==> config.mk <==
export PLATFORM = sky130hd
export DESIGN_NAME = battery_soc_estimator_flat
export DESIGN_NICKNAME = d
export VERILOG_FILES = /design/src/rtl/battery_soc_estimator_if.sv /design/src/rtl/battery_soc_estimator.sv /design/src/flat_wrapper.sv
export SDC_FILE = /design/constraint.sdc
export NUM_CORES = 1
export LEC_CHECK = 0
export CAP_MARGIN = 20
export CORE_ASPECT_RATIO = 0.9
export CORE_MARGIN = 2
export CORE_UTILIZATION = 62
export CTS_CLUSTER_SIZE = 28
export DETAILED_ROUTE_END_ITERATION = 6
export HOLD_SLACK_MARGIN = 0.1
export PLACE_DENSITY = 0.88
export SLEW_MARGIN = 20
export SYNTH_ARGS = -nofsm -noshare
export SYNTH_HDL_FRONTEND = slang
export SYNTH_SLANG_ARGS = --single-unit
==> constraint.sdc <==
create_clock -name clk -period 4.25 [get_ports clk]
set_input_delay 0.85 -clock clk [delete_from_list [all_inputs] [get_ports clk]]
set_output_delay 0.85 -clock clk [all_outputs]
set_load 0.01 [all_outputs]
### Wiring by layer, run 1

Two of the layers only.
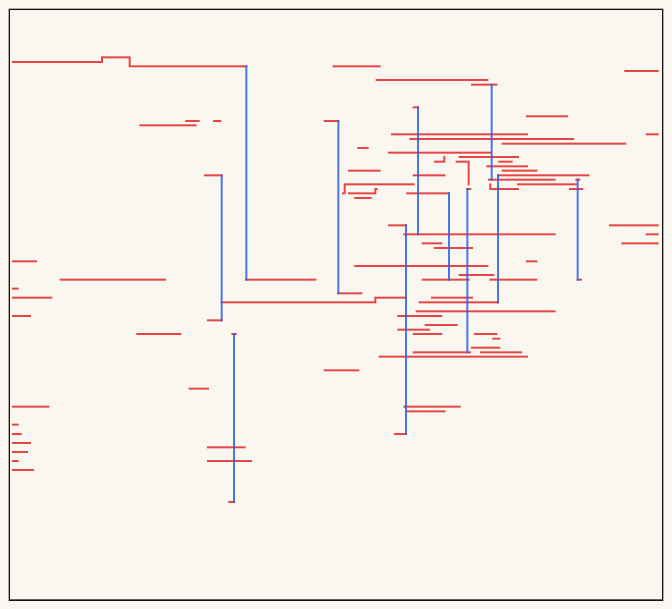
[metal 4] blue | wire length: 241 um
[metal 3] red | wire length: 595 um
Routed WL: 10.88 mm
total number of vias: 4,219

### The metal 3 layer, run 1

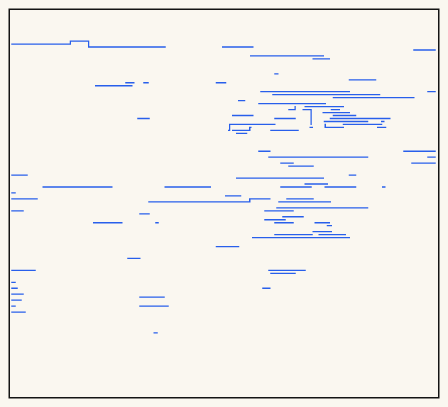
main direction: horizontal
longest straight run: 24.4 um
nets with wire on the layer: 66
share of all routed wire: 5.5%
wire length on this layer: 595 um
met3 track utilization from global routing: 0.03397

### Congestion heat map, run 1

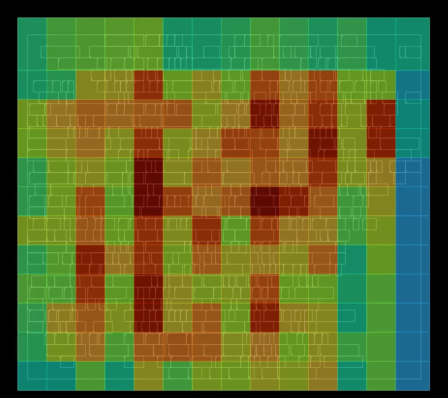
GR Util All Layers: 0.2618
met2 layer usage reported by global route: 0.4533
Routed WL per cell: 16.07 um

==> results.md, run 1 <==
| Parameter | Value | Unit |
|---|---|---|
| Status | complete, no violations | - |
| PnR worst setup slack | 0.4441 | ns |
| Sequential-cell power consumption | 878 | uW |
| Synth Area in Adders | 0.1853 | - |
| Share of total power consumed by net switching | 0.5073 | - |
| Area added between synthesis and finish | 6.457 | % |
| Leading cell type by number of instances after synthesis | ha_1 | - |
| Seq share, synth | 0.2705 | - |
| Starting DRT DRC Count | 194 | - |
| Most frequently placed logic cell in the final layout | ha_1 | - |
| Comb power frac | 0.717 | - |
| DPL Wire Length | 8.295 | mm |
| Delay-heaviest family, CP | adder cells | - |
| Synthesized-area fraction occupied by ao, oa, aoi and oai cells | 0.2251 | - |
| Clock transition at the registers of the reported paths | 0.11 | ns |
| Internal power | 2092 | uW |
| Tally of yosys warning messages | 0 | - |
| Total CTS buffers | 5 | - |
| Max-capacitance violation count | 0 | - |
| Worst hold margin | 0.4987 | ns |
| Pin count of the biggest net entering global routing | 38 | - |
| Final slew viol count | 0 | - |
| Type of the most critical hold path | reg -> reg | - |
| Comb gates | 437 | - |
| Port-buffer cells | 22 | - |
| Logic gate fraction of the total cell area | 0.6159 | - |
| Number of nets in the layout | 661 | - |
| Tool warnings | 42 | - |
| Weighted congestion at the end of routability-driven global placement | 0.9516 | - |
| Fraction of the mapped netlist area in simple logic gates | 0.1593 | - |
| Worst slack at placement | 0.4899 | ns |
| Total routed wire length on the met1 layer | 4.840 | mm |
| Mux area share | 0.02297 | - |
| Largest cells by area | dfrtp_1 27%, ha_1 16%, inv_1 4.4%, xnor2_1 4.3%, a21oi_1 4.1% | - |
| Cell at the root of the clock tree | clkbuf_8 | - |
| Crit path kind | reg -> reg | - |
| Largest register FFs | 15 | - |
| Hold_buf cts | 0 | - |
| Final antenna diode count | 0 | - |
| Final critical-path share of the clock period | 0.8955 | - |
| Remaining routing DRC violations | 0 | - |
| Category of the worst setup path launch point | flip-flop | - |
| Post-cts repair resize count | 0 | - |
==> run 2: changes to the inputs <==
--- a/config.mk
+++ b/config.mk
@@ -5,14 +5,14 @@
 export SDC_FILE = /design/constraint.sdc
 export NUM_CORES = 1
 export LEC_CHECK = 0
-export CAP_MARGIN = 20
+export ABC_AREA = 1
 export CORE_ASPECT_RATIO = 0.9
 export CORE_MARGIN = 2
 export CORE_UTILIZATION = 62
 export CTS_CLUSTER_SIZE = 28
 export DETAILED_ROUTE_END_ITERATION = 6
 export HOLD_SLACK_MARGIN = 0.1
-export PLACE_DENSITY = 0.88
+export PLACE_DENSITY = 0.87
 export SLEW_MARGIN = 20
 export SYNTH_ARGS = -nofsm -noshare
 export SYNTH_HDL_FRONTEND = slang
==> run 2 against run 1 <==
Compared with the run above:
- area after synthesis increased by 3.7%
- non-clock buffer count down 1
- first-iteration DRC count rose by 90%
- cell area rose by 4.7%
- register-to-register slack better by 0.07 ns
- utilization down 0.14 points
- sequential cell count unchanged
- critical endpoint is now u_core.q[14]
- synthesized cell count rose by 19%
==> results.md, run 2 <==
| Parameter | Value | Unit |
|---|---|---|
| Mux area share | 0 | - |
| Max-capacitance violation count | 0 | - |
| Area added between synthesis and finish | 7.407 | % |
| Total routed wire length on the met1 layer | 5.580 | mm |
| Weighted congestion at the end of routability-driven global placement | 0.9060 | - |
| GR Util All Layers | 0.2841 | - |
| PnR worst setup slack | 0.5128 | ns |
| Category of the worst setup path launch point | flip-flop | - |
| Pin count of the biggest net entering global routing | 35 | - |
| Worst hold margin | 0.5027 | ns |
| Fraction of the mapped netlist area in simple logic gates | 0.3019 | - |
| Synthesized-area fraction occupied by ao, oa, aoi and oai cells | 0.1299 | - |
| Routed WL per cell | 15.18 | um |
| Sequential-cell power consumption | 761 | uW |
| Cell at the root of the clock tree | clkbuf_8 | - |
| Crit path kind | reg -> reg | - |
| Post-cts repair resize count | 0 | - |
| Met2 layer usage reported by global route | 0.4555 | - |
| Leading cell type by number of instances after synthesis | nand2_1 | - |
| Total CTS buffers | 5 | - |
| Status | complete, no violations | - |
| Tool warnings | 42 | - |
| Tally of yosys warning messages | 0 | - |
| Final slew viol count | 0 | - |
| Largest cells by area | dfrtp_1 26%, ha_1 16%, nand2_1 11%, inv_1 7.2%, nand3_1 6.0% | - |
| Number of nets in the layout | 783 | - |
| Comb gates | 510 | - |
| Starting DRT DRC Count | 368 | - |
### The metal 3 layer, run 2

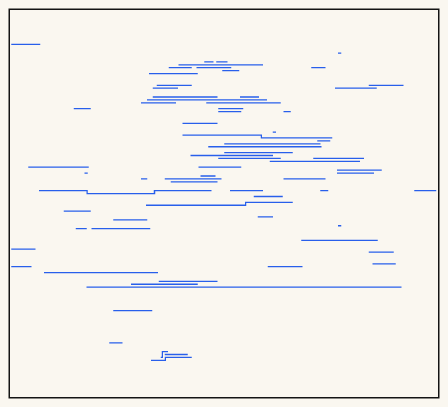
main direction: horizontal
share of all routed wire: 6.3%
longest straight run: 72.9 um
nets with wire on the layer: 56
wire length on this layer: 764 um
Routed WL: 12.17 mm
met3 track utilization from global routing: 0.04199
total number of vias: 4,686

Power and IR drop assume default switching activity.
